<file path="src/rtl/prog_loader_pkg.sv">
// Shared types and constants for the program loader.
// The state set depends on PROG_LOADER_CHECKSUM_EN (adds the CSUM state).
package prog_loader_pkg;

  localparam int ADDR_W_DEF = 12;
  localparam int DATA_W_DEF = 8;
  localparam int MEM_DEPTH  = 4096;
  localparam int LEN_W      = 12;

`ifdef PROG_LOADER_CHECKSUM_EN
  typedef enum logic [2:0] {
    IDLE,
    LEN_HI,
    LEN_LO,
    DATA,
    CSUM,
    DONE,
    ERR
  } state_t;
`else
  typedef enum logic [2:0] {
    IDLE,
    LEN_HI,
    LEN_LO,
    DATA,
    DONE,
    ERR
  } state_t;
`endif

endpackage

</file>
<file path="src/rtl/prog_loader_if.sv">
// Byte-stream input and program-memory write bus of the loader.
// slave is the loader's view, master is the producer/memory side.
interface prog_loader_if
  import prog_loader_pkg::*;
#(
  parameter int ADDR_W = ADDR_W_DEF,
  parameter int DATA_W = DATA_W_DEF
) ();

  logic [DATA_W-1:0] in_data;
  logic              in_valid;
  logic              in_ready;
  logic [ADDR_W-1:0] mem_addr;
  logic [DATA_W-1:0] mem_wdata;
  logic              mem_we;

  modport slave (
    input  in_data,
    input  in_valid,
    output in_ready,
    output mem_addr,
    output mem_wdata,
    output mem_we
  );

  modport master (
    output in_data,
    output in_valid,
    input  in_ready,
    input  mem_addr,
    input  mem_wdata,
    input  mem_we
  );

endinterface

</file>
<file path="src/rtl/prog_loader_load_addr_cnt.sv">
// Write-address counter for the program loader: async reset,
// synchronous clear (wins over enable) and count enable.
module load_addr_cnt
  import prog_loader_pkg::*;
#(
  parameter int ADDR_W = ADDR_W_DEF
) (
  input  logic              clk,
  input  logic              reset,
  input  logic              clear,
  input  logic              en,
  output logic [ADDR_W-1:0] count
);

  always_ff @(posedge clk or posedge reset) begin
    if (reset) begin
      count <= '0;
    end else if (clear) begin
      count <= '0;
    end else if (en) begin
      count <= count + ADDR_W'(1);
    end
  end

endmodule

</file>
<file path="src/rtl/prog_loader.sv">
// Frame-based program loader: LEN_HI, LEN_LO, N data bytes written to memory.
// Define PROG_LOADER_CHECKSUM_EN to require a trailing modulo-256 checksum byte.
module prog_loader
  import prog_loader_pkg::*;
#(
  parameter int ADDR_W = ADDR_W_DEF,
  parameter int DATA_W = DATA_W_DEF
) (
  input  logic             clk,
  input  logic             reset,
  input  logic             start,
  prog_loader_if.slave     bus,
  output logic             busy,
  output logic             done,
  output logic             error
);

`ifdef PROG_LOADER_CHECKSUM_EN
  localparam state_t AFTER_DATA = CSUM;
`else
  localparam state_t AFTER_DATA = DONE;
`endif

  state_t            state;
  state_t            state_nx;
  logic              accept;
  logic              start_ok;
  logic              data_accept;
  logic              last_byte;
  logic [3:0]        len_hi;
  logic [7:0]        len_lo;
  logic [LEN_W-1:0]  frame_len;
  logic [ADDR_W-1:0] addr_cnt;
  logic              ready;

  assign accept      = bus.in_valid && ready;
  assign start_ok    = start && (state == IDLE || state == DONE || state == ERR);
  assign data_accept = accept && (state == DATA);
  assign frame_len   = {len_hi, len_lo};
  assign last_byte   = (LEN_W'(addr_cnt) == frame_len - LEN_W'(1));
  assign bus.in_ready = ready;

  load_addr_cnt #(
    .ADDR_W (ADDR_W)
  ) u_addr_cnt (
    .clk   (clk),
    .reset (reset),
    .clear (start_ok),
    .en    (data_accept),
    .count (addr_cnt)
  );

  always_ff @(posedge clk or posedge reset) begin
    if (reset) begin
      state <= IDLE;
    end else begin
      state <= state_nx;
    end
  end

`ifdef PROG_LOADER_CHECKSUM_EN
  logic [7:0] sum;

  always_ff @(posedge clk or posedge reset) begin
    if (reset) begin
      sum <= '0;
    end else if (start_ok) begin
      sum <= '0;
    end else if (data_accept) begin
      sum <= sum + bus.in_data[7:0];
    end
  end
`endif

  // Ready/busy/done/error decode straight from state, never from in_valid.
  always_comb begin
    state_nx = state;
    ready    = 1'b0;
    busy     = 1'b0;
    done     = 1'b0;
    error    = 1'b0;
    case (state)
      IDLE, DONE, ERR: begin
        done  = (state == DONE);
        error = (state == ERR);
        if (start) begin
          state_nx = LEN_HI;
        end
      end
      LEN_HI: begin
        ready = 1'b1;
        busy  = 1'b1;
        if (accept) begin
          state_nx = (bus.in_data[DATA_W-1:4] != '0) ? ERR : LEN_LO;
        end
      end
      LEN_LO: begin
        ready = 1'b1;
        busy  = 1'b1;
        if (accept) begin
          state_nx = ({len_hi, bus.in_data[7:0]} == '0) ? AFTER_DATA : DATA;
        end
      end
      DATA: begin
        ready = 1'b1;
        busy  = 1'b1;
        if (accept && last_byte) begin
          state_nx = AFTER_DATA;
        end
      end
`ifdef PROG_LOADER_CHECKSUM_EN
      CSUM: begin
        ready = 1'b1;
        busy  = 1'b1;
        if (accept) begin
          state_nx = (bus.in_data[7:0] == sum) ? DONE : ERR;
        end
      end
`endif
      default: begin
        state_nx = IDLE;
      end
    endcase
  end

  // Length capture and the registered write port; mem_we is a one-cycle pulse.
  always_ff @(posedge clk or posedge reset) begin
    if (reset) begin
      len_hi        <= '0;
      len_lo        <= '0;
      bus.mem_we    <= 1'b0;
      bus.mem_addr  <= '0;
      bus.mem_wdata <= '0;
    end else begin
      bus.mem_we <= 1'b0;
      if (accept && state == LEN_HI) begin
        len_hi <= bus.in_data[3:0];
      end
      if (accept && state == LEN_LO) begin
        len_lo <= bus.in_data[7:0];
      end
      if (data_accept) begin
        bus.mem_we    <= 1'b1;
        bus.mem_addr  <= addr_cnt;
        bus.mem_wdata <= bus.in_data;
      end
    end
  end

endmodule

</file>
<file path="src/flat_wrapper.sv">
// flat-port wrapper written by rule: the top's interface ports become plain ports
module prog_loader_flat import prog_loader_pkg::*;
#(
  parameter int ADDR_W = ADDR_W_DEF,
  parameter int DATA_W = DATA_W_DEF
)
  (clk, reset, start, busy, done, error, bus_in_data, bus_in_valid, bus_in_ready, bus_mem_addr, bus_mem_wdata, bus_mem_we);
  prog_loader_if #(.ADDR_W(ADDR_W), .DATA_W(DATA_W)) bus_i ();
  input  logic clk;
  input  logic reset;
  input  logic start;
  output logic busy;
  output logic done;
  output logic error;
  input wire logic [$bits(bus_i.in_data)-1:0] bus_in_data;
  input wire logic [$bits(bus_i.in_valid)-1:0] bus_in_valid;
  output wire logic [$bits(bus_i.in_ready)-1:0] bus_in_ready;
  output wire logic [$bits(bus_i.mem_addr)-1:0] bus_mem_addr;
  output wire logic [$bits(bus_i.mem_wdata)-1:0] bus_mem_wdata;
  output wire logic [$bits(bus_i.mem_we)-1:0] bus_mem_we;
  assign bus_i.in_data = bus_in_data;
  assign bus_i.in_valid = bus_in_valid;
  assign bus_in_ready = bus_i.in_ready;
  assign bus_mem_addr = bus_i.mem_addr;
  assign bus_mem_wdata = bus_i.mem_wdata;
  assign bus_mem_we = bus_i.mem_we;
  prog_loader #(.ADDR_W(ADDR_W), .DATA_W(DATA_W)) u_core (.clk(clk), .reset(reset), .start(start), .bus(bus_i), .busy(busy), .done(done), .error(error));
endmodule
</file>
<file path="config.mk">
export PLATFORM = sky130hd
export DESIGN_NAME = prog_loader_flat
export DESIGN_NICKNAME = d
export VERILOG_FILES = /design/src/rtl/prog_loader_pkg.sv /design/src/rtl/prog_loader_if.sv /design/src/rtl/prog_loader_load_addr_cnt.sv /design/src/rtl/prog_loader.sv /design/src/flat_wrapper.sv
export SDC_FILE = /design/constraint.sdc
export NUM_CORES = 1
export LEC_CHECK = 0
export CORE_ASPECT_RATIO = 0.6
export CORE_MARGIN = 2
export CORE_UTILIZATION = 49
export DETAILED_ROUTE_END_ITERATION = 10
export GPL_TIMING_DRIVEN = 0
export PLACE_DENSITY = 0.76
export RECOVER_POWER = 50
export SETUP_SLACK_MARGIN = 0.3
export SLEW_MARGIN = 10
export SYNTH_ARGS = -nofsm -noshare
export SYNTH_HDL_FRONTEND = slang
export SYNTH_SLANG_ARGS = --single-unit
</file>
<file path="constraint.sdc">
create_clock -name clk -period 2 [get_ports clk]
set_input_delay 0.2 -clock clk [delete_from_list [all_inputs] [get_ports clk]]
set_output_delay 0.2 -clock clk [all_outputs]
set_load 0.01 [all_outputs]
</file>
==> images/clock_wires.png <==
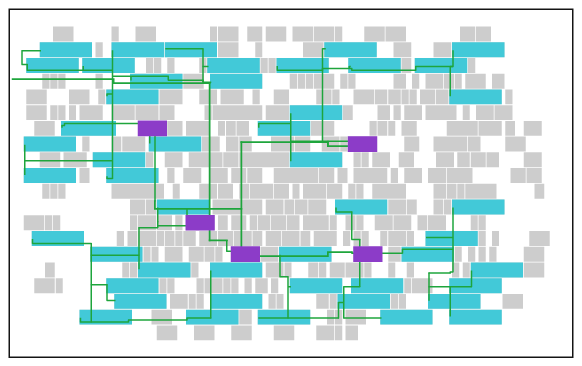
[flip-flops] cyan | count: 48
[clock-net drivers] purple | count: 5
[clock wires] green | length: 586 um
routed clock nets	6
flops lie	spread over the die
Clock power frac: 24.7%
clock skew: 5.80 ps
Clock net power: 586 uW
Worst-Skew Late Latency: 310 ps

==> images/placed.png <==
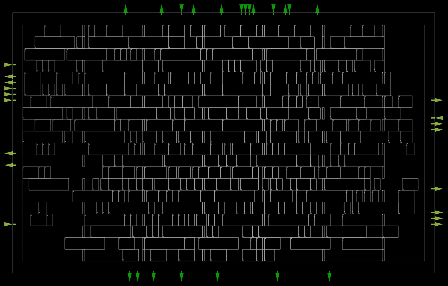
Layout fillers: 402
Seq area share: 36.0%

==> images/pinout.png <==
Pins as bars across the die edge, other pins in gray.
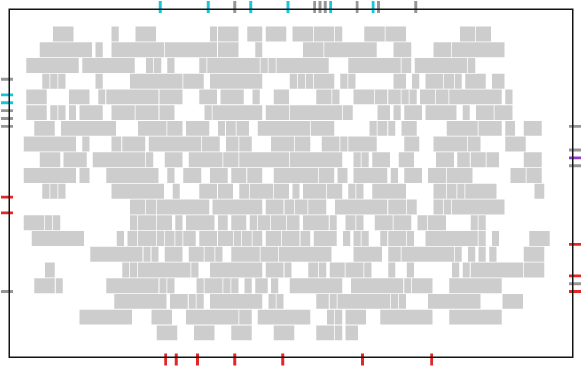
port	color	pins	direction	edge
bus_mem_wdata	cyan	8	output	6 top, 2 left
bus_mem_addr	red	12	output	7 bottom, 3 right, 2 left
bus_in_ready	purple	1	output	right
all pins by edge	13 top, 9 left, 8 right, 7 bottom
I/O Buffers: 36
die height: 59.9 um
die width: 97.2 um

==> images/port_trees.png <==
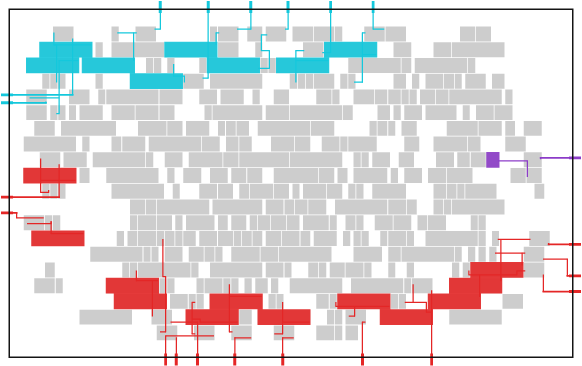
port	color	bits	direction	end cells	buffers	wire
bus_in_ready	purple	1	output	1	1	13.0 um
bus_mem_wdata	cyan	8	output	8	8	147 um
bus_mem_addr	red	12	output	12	12	242 um
io pins: 37

==> images/layers.png <==
Bar = 20 um.
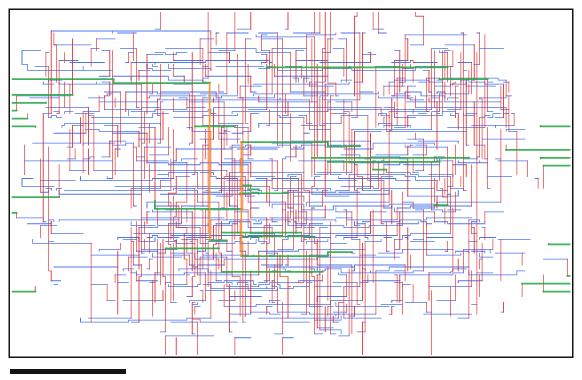
layer	color	wire length
M4	orange	46.9 um
M1	blue	3070 um
M3	green	335 um
M2	red	2760 um
GRT Total Usage: 22.2%
vias: 2196
DRT Wirelength: 6210 um

==> flow_summary.json <==
{
  "critical_path_required_ps": 2160,
  "ys_sh_xor_pct": 8.58,
  "dpl_cell_area_sq_um": 3040,
  "yosys_area_sq_um": 2550,
  "cp_max_fo": 3,
  "clockBufferDepth": 2,
  "r2r_cells": 8,
  "yosysSeqAreaShare_pct": 47.1,
  "syn2layout_area_growth_pct": 30.9,
  "hold_violations": 0,
  "avgRoutedWirePerCell_um": 15.3,
  "hp-class": "reg -> reg",
  "cts_tree": "done",
  "synth_top_area_share_pct": 47.1,
  "timing.rr.start": "u_core.len_lo[0]$_DFFE_PP0P_",
  "maxSlewViolCount": 0,
  "final_cells": 407,
  "cts.sinks": 48,
  "synth.mux.area_fraction_pct": 3.92,
  "logic_family": "simple AND/OR/NAND/NOR gates",
  "biggestRegsByFlops": "u_core.bus.mem_addr x12, u_core.u_addr_cnt.count x12",
  "critPathSlowestCell": "dfrtp_2",
  "ys_cells": 279,
  "crit_cells": 8,
  "endpoint": "u_core.state[0]$_DFFE_PP0P_",
  "rsz0062_at_grt": "true",
  "grt_pass1_vias": 2039,
  "synth_nets": 293,
  "synth-edff-count": 0,
  "final_layout_top_logic_cells": "nand2_1, dfrtp_1, clkdlybuf4s50_1",
  "cp_slowest_stage_delay_ps": 440,
  "dp_hpwl_um": 4440,
  "adder_share_pct": 0.980,
  "pwr_density_cell_nw_per_um2": 711,
  "synth-simple-area-share_pct": 27.2,
  "final_util_pct": 66.4,
  "drive_gt1_share_pct": 19.4,
  "crit_arrival_ps": 2340,
  "status": "complete, but fails checks",
  "final_common_cell": "nand2_1",
  "yosys.area.top_type": "dfrtp_1",
  "finalSetupViolCount": 3,
  "dp_slack_ps": -560,
  "max_freq_mhz": 459,
  "violations": "setup timing",
  "fp_util_pct": 50.7,
  "hp-start": "u_core.bus.mem_addr[6]$_DFFE_PP0P_",
  "worst_hold_path.endpoint": "u_core.bus.mem_addr[6]$_DFFE_PP0P_",
  "cp_top_family": "simple AND/OR/NAND/NOR gates",
  "worst_slack_ps": -179,
  "tightest_slew_ps": 918,
  "worstSetupPathType": "reg -> reg",
  "ir_drop_mv": 0.464,
  "antenna_left": 0,
  "path_clk_slew_ps": 90,
  "core_area_sq_um": 5030,
  "synthArstFlopShare_pct": 100,
  "overflow": 0,
  "setup-tns-final_ps": -432,
  "drt-initial-drc-count": 150,
  "yosysMostFrequentCell": "nand2_1",
  "critPathLaunchType": "flop",
  "crit_start": "u_core.len_lo[0]$_DFFE_PP0P_",
  "grt_pass1_wl_um": 10100,
  "detail_route.first_pass.iterations": 4,
  "drv_cap": 0,
  "netlist_area_sq_um": 2550,
  "period_minus_slack_ps": 2180,
  "fin_area_sq_um": 3340,
  "root_buffer": "clkbuf_8",
  "row_count": 20,
  "path_cells": "inv_2 > ha_4 > nor4b_4 > nand2_1 > or3_4 > xnor2_2 > o31ai_4 > o2111ai_2",
  "ys_sh_aoi_pct": 8.09,
  "power_mw": 2.37,
  "cts_resized": 24,
  "post_cts_buffers": 8,
  "cts_max_level": 2,
  "cts_buffers": 5,
  "gp_congestion": 0.847,
  "whs_path_depth": 2,
  "warnings": 29,
  "r2r_end": "u_core.state[0]$_DFFE_PP0P_",
  "flop_cell": "dfrtp_1",
  "topCellsByArea": "dfrtp_1, nand2_1, xor2_1, xnor2_1, nor2_1",
  "hold_buffers": 0,
  "dieArea_sq_um": 5820,
  "p_leak_nw": 1.58
}
## routing by layer
layer | share of wire (%) | global-route usage (%) | vias to the layer above
met3 | 5.4 | 4.09 | 5
li1 | - | - | 1056
met2 | 44 | 32.4 | 53
met5 | 0 | 0 | -
met1 | 49 | 33.8 | 1082
met4 | 0.74 | 6.84 | 0
## cell type report
class	count	area [sq um]
tap	66	82.6
clock inverter	2	16.3
inverter	9	33.8
timing repair buffer	54	480
sequential	48	1200
buffer	16	103
multi-input combinational	206	1350
fill	402	1690
clock buffer	6	72.6
## report_power, final
| group | internal [mW] | total [mW] | switching [mW] |
|---|---|---|---|
| Sequential | 1.09 | 1.21 | 0.120 |
| Clock | 0.249 | 0.586 | 0.336 |
| Combinational | 0.282 | 0.576 | 0.294 |
| Total | 1.62 | 2.37 | 0.751 |
Power is estimated from default activity; no workload was simulated.
